## config.mk

```make
export PLATFORM = sky130hd
export DESIGN_NAME = demux_4ch
export DESIGN_NICKNAME = d
export VERILOG_FILES = /design/src/rtl/demux_pkg.sv /design/src/rtl/demux_slot.sv /design/src/rtl/demux_4ch.sv
export SDC_FILE = /design/constraint.sdc
export NUM_CORES = 1
export LEC_CHECK = 0
export CAP_MARGIN = 20
export CORE_ASPECT_RATIO = 0.75
export CORE_MARGIN = 5
export CORE_UTILIZATION = 50
export CTS_CLUSTER_DIAMETER = 100
export DETAILED_ROUTE_END_ITERATION = 16
export MAX_ROUTING_LAYER = met4
export PLACE_DENSITY = 0.83
export SLEW_MARGIN = 20
export SYNTH_ARGS = -nofsm -noshare
export SYNTH_HDL_FRONTEND = slang
export SYNTH_SLANG_ARGS = --single-unit
```

## constraint.sdc

```tcl
create_clock -name clk -period 4.15 [get_ports clk]
set_input_delay 0.83 -clock clk [delete_from_list [all_inputs] [get_ports clk]]
set_output_delay 0.83 -clock clk [all_outputs]
set_load 0.03 [all_outputs]
```

## src/rtl/demux_pkg.sv

```systemverilog
// Shared definitions for the 1-to-4 stream demultiplexer: channel count,
// select width, channel indices, the per-slot state type and select decode.
package demux_pkg;

    localparam int NUM_CH = 4;
    localparam int SEL_W  = 2;

    localparam logic [SEL_W-1:0] CH_A = 2'd0;
    localparam logic [SEL_W-1:0] CH_B = 2'd1;
    localparam logic [SEL_W-1:0] CH_C = 2'd2;
    localparam logic [SEL_W-1:0] CH_D = 2'd3;

    // A channel slot is either holding an undelivered word or not.
    typedef enum logic {
        SLOT_EMPTY = 1'b0,
        SLOT_FULL  = 1'b1
    } slot_state_e;

    // Two-bit channel select to one-hot destination mask.
    function automatic logic [NUM_CH-1:0] sel_to_mask(input logic [SEL_W-1:0] sel);
        logic [NUM_CH-1:0] mask;
        mask = '0;
        case (sel)
            CH_A: mask = 4'b0001;
            CH_B: mask = 4'b0010;
            CH_C: mask = 4'b0100;
            CH_D: mask = 4'b1000;
        endcase
        return mask;
    endfunction

endpackage

```

## src/rtl/demux_slot.sv

```systemverilog
// One output channel: a one-deep register slot with its EMPTY/FULL control,
// the "free" indication used by the input handshake, and a saturating
// count of words delivered to the consumer.
module demux_slot
    import demux_pkg::*;
#(
    parameter int DATA_W = 4,
    parameter int CNT_W  = 8
) (
    input  logic              clk,
    input  logic              rst_n,
    input  logic              load,
    input  logic [DATA_W-1:0] load_data,
    input  logic              ready,
    output logic              free,
    output logic              valid,
    output logic [DATA_W-1:0] data,
    output logic [CNT_W-1:0]  count
);

    localparam logic [CNT_W-1:0] CNT_ONE = {{(CNT_W-1){1'b0}}, 1'b1};
    localparam logic [CNT_W-1:0] CNT_MAX = '1;

    slot_state_e       state_q;
    slot_state_e       state_d;
    logic              deliver;
    logic [DATA_W-1:0] data_q;
    logic [CNT_W-1:0]  count_q;

    assign valid   = (state_q == SLOT_FULL);
    // A full slot whose consumer is ready drains this cycle, so it can take a new word now.
    assign free    = !valid || ready;
    assign deliver = valid && ready;
    assign data    = data_q;
    assign count   = count_q;

    // Slot state register.
    always_ff @(posedge clk or negedge rst_n) begin
        // NOTE: clocked state uses non-blocking assignments so every register samples pre-edge values.
        if (!rst_n) state_q <= SLOT_EMPTY;
        else        state_q <= state_d;
    end

    // Next-state: fill on load, empty on delivery unless reloaded in the same cycle.
    always_comb begin
        // NOTE: default assignment first so no path leaves state_d unassigned (no latch).
        state_d = state_q;
        case (state_q)
            SLOT_EMPTY: if (load)             state_d = SLOT_FULL;
            SLOT_FULL:  if (deliver && !load) state_d = SLOT_EMPTY;
        endcase
    end

    // Word register: loads only on accept, otherwise holds (stable under stall).
    always_ff @(posedge clk or negedge rst_n) begin
        // NOTE: the data register is reset because out_data must read zero after reset, not just be "don't care".
        if (!rst_n)    data_q <= '0;
        else if (load) data_q <= load_data;
    end

    // Delivery counter, saturating at all-ones.
    always_ff @(posedge clk or negedge rst_n) begin
        if (!rst_n)                            count_q <= '0;
        else if (deliver && count_q != CNT_MAX) count_q <= count_q + CNT_ONE;
    end

endmodule

```

## src/rtl/demux_4ch.sv

```systemverilog
// Registered 1-to-4 stream demultiplexer. Decodes the destination mask
// (one-hot select or broadcast), accepts a word only when every targeted
// slot is free, and loads all targeted slots together.
module demux_4ch
    import demux_pkg::*;
#(
    parameter int DATA_W = 4,
    parameter int CNT_W  = 8
) (
    input  logic                     clk,
    input  logic                     rst_n,
    input  logic                     in_valid,
    output logic                     in_ready,
    input  logic [DATA_W-1:0]        in_data,
    input  logic [SEL_W-1:0]         in_sel,
    input  logic                     in_bcast,
    output logic [NUM_CH-1:0]        out_valid,
    input  logic [NUM_CH-1:0]        out_ready,
    output logic [NUM_CH*DATA_W-1:0] out_data,
    output logic [NUM_CH*CNT_W-1:0]  out_count
);

    logic [NUM_CH-1:0] target;
    logic [NUM_CH-1:0] slot_free;
    logic [NUM_CH-1:0] slot_load;
    logic              accept;

    // Destination mask: all channels for broadcast, else the selected one.
    always_comb begin
        target = in_bcast ? {NUM_CH{1'b1}} : sel_to_mask(in_sel);
    end

    // Every targeted slot must be free; this makes broadcast all-or-nothing
    // while leaving unicast to a free channel unaffected by stalled ones.
    assign in_ready  = &(~target | slot_free);
    assign accept    = in_valid && in_ready;
    assign slot_load = {NUM_CH{accept}} & target;

    for (genvar i = 0; i < NUM_CH; i++) begin : g_slot
        demux_slot #(
            .DATA_W (DATA_W),
            .CNT_W  (CNT_W)
        ) u_slot (
            .clk       (clk),
            .rst_n     (rst_n),
            .load      (slot_load[i]),
            .load_data (in_data),
            .ready     (out_ready[i]),
            .free      (slot_free[i]),
            .valid     (out_valid[i]),
            .data      (out_data[i*DATA_W +: DATA_W]),
            .count     (out_count[i*CNT_W +: CNT_W])
        );
    end

endmodule
```

==> impl_metrics.py <==
# Generated from Yosys and OpenROAD reports
metrics = {
    "worst_hold_path": {
        "hold_depth": 1,
        "min-delay-start": "g_slot[1].u_slot.data[3]$_DFFE_PN0P_",
        "hold_end": "g_slot[1].u_slot.data[3]$_DFFE_PN0P_",
    },
    "cts": {
        "clk_pin_slew_worst_paths_ps": 90,
        "cts_post_setup_buffers_inserted": 0,
        "h-tree-depth": 2,
        "clock_sinks": 52,
        "postCtsResizedCells": 0,
        "cts_buffer_depth": 2,
        "holdBufCountCts": 0,
    },
    "worst_setup_path": {
        "rrSetupSlack_ps": 2410,
        "max_stage_delay_ps": 680,
        "crit_path_frequent_cell": "clkdlybuf4s50_1",
        "end_kind": "output port",
        "endpoint": "in_ready",
        "arrival_ps": 2790,
        "cp_slowest_cell": "clkdlybuf4s50_1",
        "r2r-end": "g_slot[1].u_slot.count[1]$_DFFE_PN0P_",
        "crit_path_cell_trace": "clkdlybuf4s50_1, a21o_1, a32oi_2, and3_1, clkdlybuf4s50_1",
        "cp_num_cells": 5,
        "timing.critical_path.buf_inv": 2,
        "crit_required_ps": 3320,
        "startpoint_type": "input port",
    },
    "yosys": {
        "ys_sh_simple": 0.149,
        "synthMuxAreaShare": 0.0964,
        "ys_cells": 187,
        "yosys_area_sq_um": 2340,
        "ys_sh_adder": 0.0214,
        "postSynth.asyncResetShare": 1.00,
        "synth.net_count": 205,
        "edf_count": 0,
        "ys_types": 33,
        "top_cells_by_count": "52 x dfrtp_1, 15 x xnor2_1, 14 x nand2_1, 13 x xor2_1, 11 x mux2_1",
        "top_area_cell": "dfrtp_1",
        "top_area_frac": 0.557,
        "most_common_cell": "dfrtp_1",
    },
    "floorplan": {
        "initCoreUtil": 0.520,
        "fp.dieW_um": 88.9,
        "chip_area_sq_um": 6160,
    },
    "timing": {
        "slew_headroom": 0.562,
        "setup_tns_ps": 0,
        "setup_slack_ps": 525,
        "layout_min_cycle_time_ps": 3620,
        "whs_ps": 493,
        "rsz0062_at_grt": "no",
        "slew_violations": 0,
        "hold_viol_final": 0,
    },
    "grt": {
        "grt_pass1_wl_mm": 8.02,
        "antenna_found_initial": 0,
        "use_met1": 0.252,
        "grt_pass1_vias": 1600,
        "grt_max_degree": 53,
        "use_met3": 0.0475,
        "globalRouteOverflowTotal": 0,
    },
    "pwr": {
        "p_seq_mw": 0.834,
        "power_frac_seq": 0.391,
        "switching_share": 0.404,
        "p_total_mw": 2.13,
        "p_int_mw": 1.27,
        "p_per_area_nw_per_um2": 677,
    },
    "finish": {
        "final_layout_size_suffix_gt1_frac": 0.105,
        "final_layout_top_logic_cell": "clkdlybuf4s50_1",
        "area_growth_pct": 34.7,
        "diodes": 0,
        "largest_class": "registers",
        "final-clk-cell-share": 0.0354,
        "nonClkBufAreaFrac": 0.211,
        "fillCellCount": 328,
        "comb_area_sq_um": 990,
        "n_all_buffers": 67,
        "final_nets": 274,
        "seq_area_sq_um": 1300,
        "largest_reg_flops": 32,
    },
    "placement": {
        "port_buffers": 66,
        "place.gp.congestion": 0.769,
        "place_ws_ps": 552,
        "detailed_place.area_sq_um": 3040,
        "hpwlAfterDp_mm": 3.40,
    },
    "status": {
        "status": "finished, final reports clean",
    },
    "routing": {
        "firstDrtPassIters": 4,
        "drt-met1-wl_mm": 2.38,
        "dr.first_iter.drc_count": 32,
        "route.met3.wl_um": 323,
        "wl_per_cell_um": 15.1,
    },
    "job": {
        "cap_violations": 0,
    },
}
power_grid.png
(4 px per um) Pins as bars on the die edge.
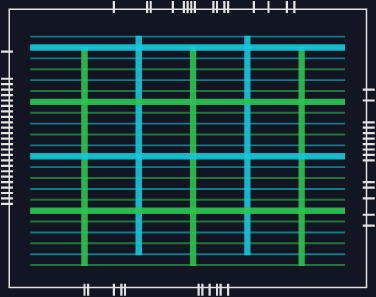
| colour | net |
|---|---|
| green | VSS |
| cyan | VDD |
rows: 21
signal pins: 67
met4 straps: 5
Die Height: 69.2 um
Max VDD drop: 0.424 mV

placement_by_type.png
(3 px per um) Fill, decap, tap and diode cells in grey.
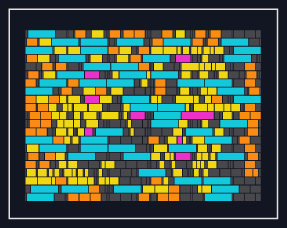
| colour | class | cells |
|---|---|---|
| orange | remaining buffers and delay cells | 67 |
| magenta | clock drivers and dummy loads | 8 |
| cyan | sequential cells | 52 |
| yellow | combinational and other logic | 130 |
Placeable Area: 4490 sq um
Design Area, Final: 3150 sq um
Layout Utilization: 0.701
Row Count: 21

clk_routes.png
(6 px per um)
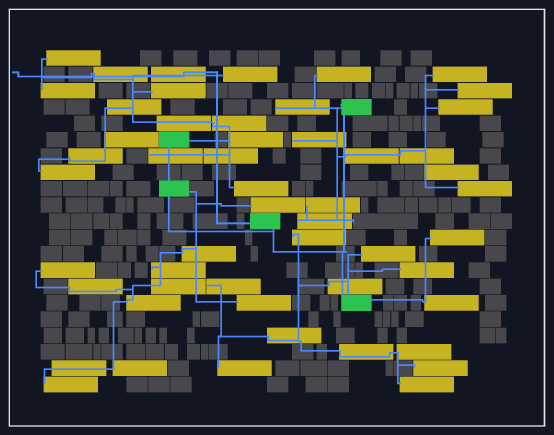
[green] clock drivers | count: 5
[yellow] flip-flops | count: 52
[blue] clock wires | length: 623 um
routed clock nets: 6
worst-skew pair later-pin latency: 300 ps
clk_skew: 7.49 ps
Clk pwr share: 0.161
Clock net power: 0.344 mW

wires.png
(4 px per um) Two of the layers only.
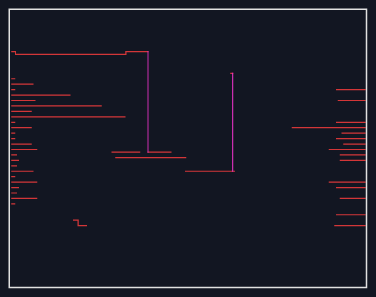
| colour | layer | wire length |
|---|---|---|
| red | metal 3 | 324 um |
| magenta | metal 4 | 49.6 um |
Total GRT Usage: 0.171
DRT Wirelength: 4.75 mm

Power figures rest on the tool's default switching activity, not on a simulated workload.
